===== config.mk =====
export PLATFORM = sky130hd
export DESIGN_NAME = multicycle_main_control_flat
export DESIGN_NICKNAME = d
export VERILOG_FILES = /design/src/rtl/multicycle_main_control_pkg.sv /design/src/rtl/multicycle_main_control_if.sv /design/src/rtl/multicycle_main_control_opcode_classifier.sv /design/src/rtl/multicycle_main_control.sv /design/src/flat_wrapper.sv
export SDC_FILE = /design/constraint.sdc
export NUM_CORES = 1
export LEC_CHECK = 0
export CAP_MARGIN = 10
export CORE_AREA = 2 2 73 75
export DETAILED_ROUTE_END_ITERATION = 7
export DIE_AREA = 0 0 75 77
export GPL_TIMING_DRIVEN = 1
export HOLD_SLACK_MARGIN = 0.02
export PLACE_DENSITY = 0.89
export SYNTH_ARGS = -nofsm -noshare
export SYNTH_HDL_FRONTEND = slang
export SYNTH_SLANG_ARGS = --single-unit

===== constraint.sdc =====
create_clock -name clk -period 2.35 [get_ports clk]
set_clock_uncertainty 0.2 [all_clocks]
set_input_delay 0.47 -clock clk [delete_from_list [all_inputs] [get_ports clk]]
set_output_delay 0.47 -clock clk [all_outputs]
set_load 0.05 [all_outputs]

===== src/rtl/multicycle_main_control_pkg.sv =====
// Shared types and encodings for the multicycle RV32I-subset main control.
package multicycle_main_control_pkg;

  typedef enum logic [3:0] {
    IDLE     = 4'd0,
    FETCH    = 4'd1,
    DECODE   = 4'd2,
    EXEC_R   = 4'd3,
    R_WB     = 4'd4,
    MEM_ADDR = 4'd5,
    MEM_RD   = 4'd6,
    MEM_WB   = 4'd7,
    MEM_WR   = 4'd8,
    BRANCH   = 4'd9,
    TRAP     = 4'd10
  } state_t;

  localparam logic [6:0] OPC_R   = 7'b0110011;
  localparam logic [6:0] OPC_LW  = 7'b0000011;
  localparam logic [6:0] OPC_SW  = 7'b0100011;
  localparam logic [6:0] OPC_BEQ = 7'b1100011;

  localparam logic [1:0] ALUOP_ADD   = 2'b00;
  localparam logic [1:0] ALUOP_SUB   = 2'b01;
  localparam logic [1:0] ALUOP_FUNCT = 2'b10;

  localparam logic [1:0] SRCB_RS2  = 2'b00;
  localparam logic [1:0] SRCB_FOUR = 2'b01;
  localparam logic [1:0] SRCB_IMM  = 2'b10;

  typedef struct packed {
    logic is_r;
    logic is_lw;
    logic is_sw;
    logic is_beq;
    logic is_bad;
  } opc_class_t;

endpackage


===== src/rtl/multicycle_main_control_if.sv =====
// Unified-memory request/acknowledge handshake between control and memory.
interface multicycle_main_control_if;
  logic mem_req;
  logic mem_we;
  logic iord;
  logic mem_ack;

  modport master (output mem_req, output mem_we, output iord, input mem_ack);
  modport slave  (input mem_req, input mem_we, input iord, output mem_ack);
endinterface


===== src/rtl/multicycle_main_control_opcode_classifier.sv =====
// Combinational opcode decode into a one-hot instruction class.
module opcode_classifier
  import multicycle_main_control_pkg::*;
(
  input  logic [6:0] i_opcode,
  output opc_class_t o_class
);

  // One-hot class; anything outside the supported subset is flagged bad
  always_comb begin
    o_class = '{is_r: 1'b0, is_lw: 1'b0, is_sw: 1'b0, is_beq: 1'b0, is_bad: 1'b0};
    case (i_opcode)
      OPC_R:   o_class.is_r   = 1'b1;
      OPC_LW:  o_class.is_lw  = 1'b1;
      OPC_SW:  o_class.is_sw  = 1'b1;
      OPC_BEQ: o_class.is_beq = 1'b1;
      default: o_class.is_bad = 1'b1;
    endcase
  end

endmodule


===== src/rtl/multicycle_main_control.sv =====
// Main control FSM: sequences fetch/decode/execute/memory/writeback,
// drives datapath enables and counts retired instructions.
module multicycle_main_control
  import multicycle_main_control_pkg::*;
#(
  parameter int width_instruc = 32,
  parameter int CNT_W         = 32
) (
  input  logic                     clk,
  input  logic                     rst_n,
  input  logic                     run,
  input  logic [width_instruc-1:0] instr,
  input  logic                     zero,
  multicycle_main_control_if.master mem,
  output logic                     ir_write,
  output logic                     pc_write,
  output logic                     pc_write_cond,
  output logic                     pc_source,
  output logic                     alu_src_a,
  output logic [1:0]               alu_src_b,
  output logic [1:0]               ALU_OP,
  output logic                     reg_write,
  output logic                     mem_to_reg,
  output logic                     busy,
  output logic                     illegal,
  output logic [CNT_W-1:0]         retired
);

  state_t           r_state;
  state_t           w_next;
  state_t           w_after_retire;
  logic             r_ack_d;
  logic             r_illegal;
  logic [CNT_W-1:0] r_retired;
  opc_class_t       w_cls;
  logic             w_req_raw;
  logic             w_we;
  logic             w_iord;
  logic             w_ack;
  logic             w_retire;
  logic             w_unused;

  opcode_classifier u_classifier (
    .i_opcode (instr[6:0]),
    .o_class  (w_cls)
  );

  // zero is consumed by the datapath through pc_write_cond, not by the FSM
  assign w_unused       = ^{instr[width_instruc-1:7], zero};
  assign mem.mem_req    = w_req_raw & ~r_ack_d;
  assign mem.mem_we     = w_we;
  assign mem.iord       = w_iord;
  assign w_ack          = mem.mem_req & mem.mem_ack;
  assign w_after_retire = run ? FETCH : IDLE;
  assign illegal        = r_illegal;
  assign retired        = r_retired;

  // State register plus one-cycle memory of a completed handshake
  always_ff @(posedge clk or negedge rst_n) begin
    if (!rst_n) begin
      r_state <= IDLE;
      r_ack_d <= 1'b0;
    end else begin
      r_state <= w_next;
      r_ack_d <= w_ack;
    end
  end

  // Next-state logic; run is only consulted in IDLE and on retire
  always_comb begin
    w_next   = r_state;
    w_retire = 1'b0;
    case (r_state)
      IDLE:     w_next = run ? FETCH : IDLE;
      FETCH:    w_next = w_ack ? DECODE : FETCH;
      DECODE: begin
        if (w_cls.is_r) begin
          w_next = EXEC_R;
        end else if (w_cls.is_lw || w_cls.is_sw) begin
          w_next = MEM_ADDR;
        end else if (w_cls.is_beq) begin
          w_next = BRANCH;
        end else begin
          w_next = TRAP;
        end
      end
      EXEC_R:   w_next = R_WB;
      MEM_ADDR: w_next = w_cls.is_lw ? MEM_RD : MEM_WR;
      MEM_RD:   w_next = w_ack ? MEM_WB : MEM_RD;
      R_WB, MEM_WB, BRANCH: begin
        w_retire = 1'b1;
        w_next   = w_after_retire;
      end
      MEM_WR: begin
        w_retire = w_ack;
        w_next   = w_ack ? w_after_retire : MEM_WR;
      end
      TRAP:     w_next = TRAP;
      default:  w_next = IDLE;
    endcase
  end

  // Moore output decode; only the fetch load strobes follow the ack
  always_comb begin
    w_req_raw     = 1'b0;
    w_we          = 1'b0;
    w_iord        = 1'b0;
    ir_write      = 1'b0;
    pc_write      = 1'b0;
    pc_write_cond = 1'b0;
    pc_source     = 1'b0;
    alu_src_a     = 1'b0;
    alu_src_b     = SRCB_RS2;
    ALU_OP        = ALUOP_ADD;
    reg_write     = 1'b0;
    mem_to_reg    = 1'b0;
    busy          = (r_state != IDLE);
    case (r_state)
      FETCH: begin
        w_req_raw = 1'b1;
        alu_src_b = SRCB_FOUR;
        ir_write  = w_ack;
        pc_write  = w_ack;
      end
      DECODE:   alu_src_b = SRCB_IMM;
      EXEC_R: begin
        alu_src_a = 1'b1;
        ALU_OP    = ALUOP_FUNCT;
      end
      R_WB:     reg_write = 1'b1;
      MEM_ADDR: begin
        alu_src_a = 1'b1;
        alu_src_b = SRCB_IMM;
      end
      MEM_RD: begin
        w_req_raw = 1'b1;
        w_iord    = 1'b1;
      end
      MEM_WB: begin
        reg_write  = 1'b1;
        mem_to_reg = 1'b1;
      end
      MEM_WR: begin
        w_req_raw = 1'b1;
        w_iord    = 1'b1;
        w_we      = 1'b1;
      end
      BRANCH: begin
        alu_src_a     = 1'b1;
        ALU_OP        = ALUOP_SUB;
        pc_write_cond = 1'b1;
        pc_source     = 1'b1;
      end
      default: busy = (r_state != IDLE);
    endcase
  end

  // Retired counter (free-running wrap) and sticky illegal flag
  always_ff @(posedge clk or negedge rst_n) begin
    if (!rst_n) begin
      r_retired <= '0;
      r_illegal <= 1'b0;
    end else begin
      r_retired <= w_retire ? r_retired + CNT_W'(1) : r_retired;
      r_illegal <= r_illegal | (w_next == TRAP);
    end
  end

endmodule

===== src/flat_wrapper.sv =====
// flat-port wrapper written by rule: the top's interface ports become plain ports
module multicycle_main_control_flat import multicycle_main_control_pkg::*;
#(
  parameter int width_instruc = 32,
  parameter int CNT_W         = 32
)
  (clk, rst_n, run, instr, zero, ir_write, pc_write, pc_write_cond, pc_source, alu_src_a, alu_src_b, ALU_OP, reg_write, mem_to_reg, busy, illegal, retired, mem_mem_req, mem_mem_we, mem_iord, mem_mem_ack);
  multicycle_main_control_if mem_i ();
  input  logic clk;
  input  logic rst_n;
  input  logic run;
  input  logic [width_instruc-1:0] instr;
  input  logic zero;
  output logic ir_write;
  output logic pc_write;
  output logic pc_write_cond;
  output logic pc_source;
  output logic alu_src_a;
  output logic [1:0] alu_src_b;
  output logic [1:0] ALU_OP;
  output logic reg_write;
  output logic mem_to_reg;
  output logic busy;
  output logic illegal;
  output logic [CNT_W-1:0] retired;
  output wire logic [$bits(mem_i.mem_req)-1:0] mem_mem_req;
  output wire logic [$bits(mem_i.mem_we)-1:0] mem_mem_we;
  output wire logic [$bits(mem_i.iord)-1:0] mem_iord;
  input wire logic [$bits(mem_i.mem_ack)-1:0] mem_mem_ack;
  assign mem_mem_req = mem_i.mem_req;
  assign mem_mem_we = mem_i.mem_we;
  assign mem_iord = mem_i.iord;
  assign mem_i.mem_ack = mem_mem_ack;
  multicycle_main_control #(.width_instruc(width_instruc), .CNT_W(CNT_W)) u_core (.clk(clk), .rst_n(rst_n), .run(run), .instr(instr), .zero(zero), .mem(mem_i), .ir_write(ir_write), .pc_write(pc_write), .pc_write_cond(pc_write_cond), .pc_source(pc_source), .alu_src_a(alu_src_a), .alu_src_b(alu_src_b), .ALU_OP(ALU_OP), .reg_write(reg_write), .mem_to_reg(mem_to_reg), .busy(busy), .illegal(illegal), .retired(retired));
endmodule

**Sequential cells grouped by signal name**

The bar under the picture is 20 um long. Other sequential cells in the stronger grey, the rest of the logic in the fainter grey.
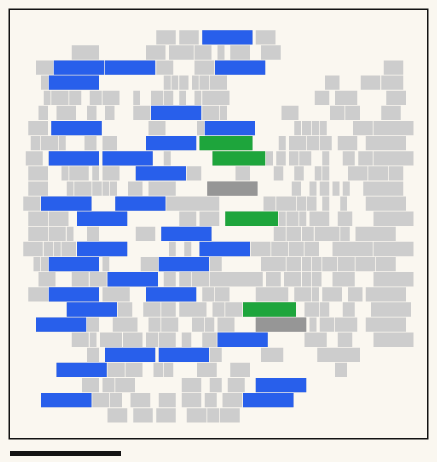
| signal | colour | flops |
|---|---|---|
| u_core.retired | blue | 32 |
| u_core.r_state | green | 4 |

==> impl_results.rst <==
Metrics
=======

.. list-table::
   :header-rows: 1

   * - Metric
     - Value
   * - Clk root buf
     - sky130_fd_sc_hd__clkbuf_8
   * - Final antenna diode count
     - 0
   * - Post-layout period usage of the worst path
     - 0.966
   * - Number of levels in the clock H-tree
     - 2
   * - Post-synthesis instance area
     - 2050 sq um
   * - Category of cells accounting for the largest share of critical-path delay
     - simple AND/OR/NAND/NOR gates
   * - Switching share of power
     - 0.439
   * - Peak clock frequency supported by timing
     - roughly 440 MHz
   * - Vias
     - roughly 1800
   * - Leakage power
     - 1.31 nW
   * - Power Density
     - 932 nW/um^2
   * - Total instance count after detailed placement
     - ~350
   * - Number of antenna-violating nets in the routed design
     - 0
   * - Startpoint of the most critical register-to-register path
     - u_core.r_state[2]$_DFF_PN0_
   * - Top logic cells by instance count in the layout
     - sky130_fd_sc_hd__clkdlybuf4s50_1, sky130_fd_sc_hd__dfrtp_1, sky130_fd_sc_hd__buf_4
   * - Floorplan row count
     - 26
   * - Core area
     - about 5000 sq um
   * - CP Cell Sequence
     - nand2b_2, nor4_4, buf_4, buf_12
   * - Weighted congestion reported at the end of routability-driven placement
     - 0.864
   * - Group drawing the most power
     - combinational cells
   * - Detail Route met3 WL
     - between 200 and 300 um
   * - Final hold viol count
     - 0
   * - Number of CTS-inserted buffers
     - 5
   * - Async set-or-reset flop fraction in the synthesized netlist
     - 1.00
   * - Fill cells
     - roughly 410
   * - Top routing layer in use
     - met4
   * - Width of the die
     - 75 um
   * - CP max stage cell
     - sky130_fd_sc_hd__dfrtp_2
   * - Number of buffer and inverter stages on the critical path
     - 2
   * - Run status
     - finished clean
   * - Data arrival, critical path
     - 1600 ps
   * - Share of final-layout standard cells stronger than drive strength 1
     - 0.225
   * - WL met1
     - about 2.1 mm
   * - Total Routed Length
     - between 4 and 5 mm
   * - Total power
     - around 2.9 mW
   * - Flip-flops with a built-in enable
     - 0
   * - Count of placed standard cells in the final layout, fillers left out
     - 355
   * - Antenna violations before repair
     - 0
   * - Cell Area, Placed
     - 2980 sq um
   * - Sequential element share of the synthesized area
     - 0.464
   * - Gate Count Post-Synth
     - 208
   * - Worst min path class
     - reg -> reg
   * - Power share of the combinational group
     - 0.552
   * - Worst slew pin tran
     - 538 ps
   * - Hold bufs inserted after CTS
     - 1
   * - Total of flip-flops plus latches after synthesis
     - 38
   * - Power dissipated in the clock network
     - 0.409 mW
   * - Critical path endpoint category
     - primary output
   * - Postcts setup bufs
     - 0
   * - Most congested layer reported by global routing
     - met2
   * - Finish-stage setup viols
     - 0
   * - Starting DRC count in detailed routing
     - 55
   * - Power attributed to combinational cells
     - 1.60 mW
   * - HPWL Detailed
     - 3.76 mm
   * - Yosys warning total
     - 0
   * - Internal Pwr Total
     - ~1.6 mW
   * - Top cell types by occurrence after synthesis
     - sky130_fd_sc_hd__dfrtp_1, sky130_fd_sc_hd__nor2_1, sky130_fd_sc_hd__xnor2_1
   * - Total Routing Usage GR
     - 0.179
   * - Sinks on Clock Net
     - 38
   * - Max Cap Violations
     - 0
   * - Clock tree from TritonCTS
     - built
   * - Final critical path time including I/O delays and setup
     - 2270 ps
   * - Via count of the first global-routing pass
     - between 1500 and 2000
   * - Remaining DRCs
     - 0
   * - Power of the sequential group
     - slightly below 0.9 mW
   * - Synthesized chip area reported by yosys
     - 2050 sq um
   * - CTS resizes
     - 5
   * - PortBufs
     - 58
   * - Most popular library cell in the synthesized design by count
     - sky130_fd_sc_hd__dfrtp_1
   * - Crit path capture
     - pc_write
   * - Net count of the mapped netlist
     - about 250
   * - Largest cells by area after synthesis
     - sky130_fd_sc_hd__dfrtp_1, sky130_fd_sc_hd__xnor2_1, sky130_fd_sc_hd__xor2_1
   * - Global Route met3 Usage
     - 0.0473
   * - Critical path class
     - reg -> out
   * - Count of warning messages emitted by the tools
     - around 53
   * - Depth of the worst register-to-register path
     - 5
   * - Peak per-stage delay on the critical path
     - 460 ps
   * - Cell type with the largest total area after synthesis
     - sky130_fd_sc_hd__dfrtp_1
   * - Per-cell via count in the routed design
     - 4.97
   * - Max-slew violation count
     - 0
   * - Global-route track usage on met1
     - 0.226
   * - Register clock-pin slew on the reported worst setup and hold paths
     - 60 ps
   * - First-pass GRT wire length
     - roughly 8.0 mm
   * - Total negative slack for setup checks
     - 0 ps
   * - Switching power total
     - 1.27 mW
**Cell density map**

The bar under the picture is 20 um long. 8 x 8 tiles, from white (low) to dark blue (high), 0 to 100% covered.
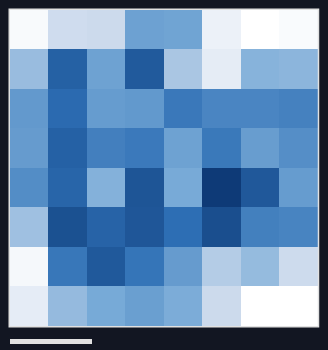
fullest tile: 96%
mean over tiles: 52%
tiles over 75% full: 22%
nearly empty tiles: 4.7%

## cell type report
cell class,count,area [sq um],share of cell area
Multi-Input combinational cell,154,1080,0.349
Sequential cell,38,956,0.308
Timing Repair Buffer,79,873,0.281
Tap cell,70,87.6,0.0282
Clock buffer,7,76.3,0.0246
Inverter,7,26.3,0.00846
## kinds of logic after synthesis
family | after synthesis | synth area share
simple gates | 101 | 0.264
flops | 38 | 0.464
xor+xnor | 32 | 0.137
compound gates | 19 | 0.0855
buf+inv | 16 | 0.0379
mux | 1 | 0.00549
fa+ha+maj | 1 | 0.00610
## state kept, by name (all words and copies together), names as in the netlist
signal	count
u_core.illegal	1
u_core.r_ack_d	1
u_core.r_state	4
u_core.retired	32
Power and IR drop assume default switching activity.
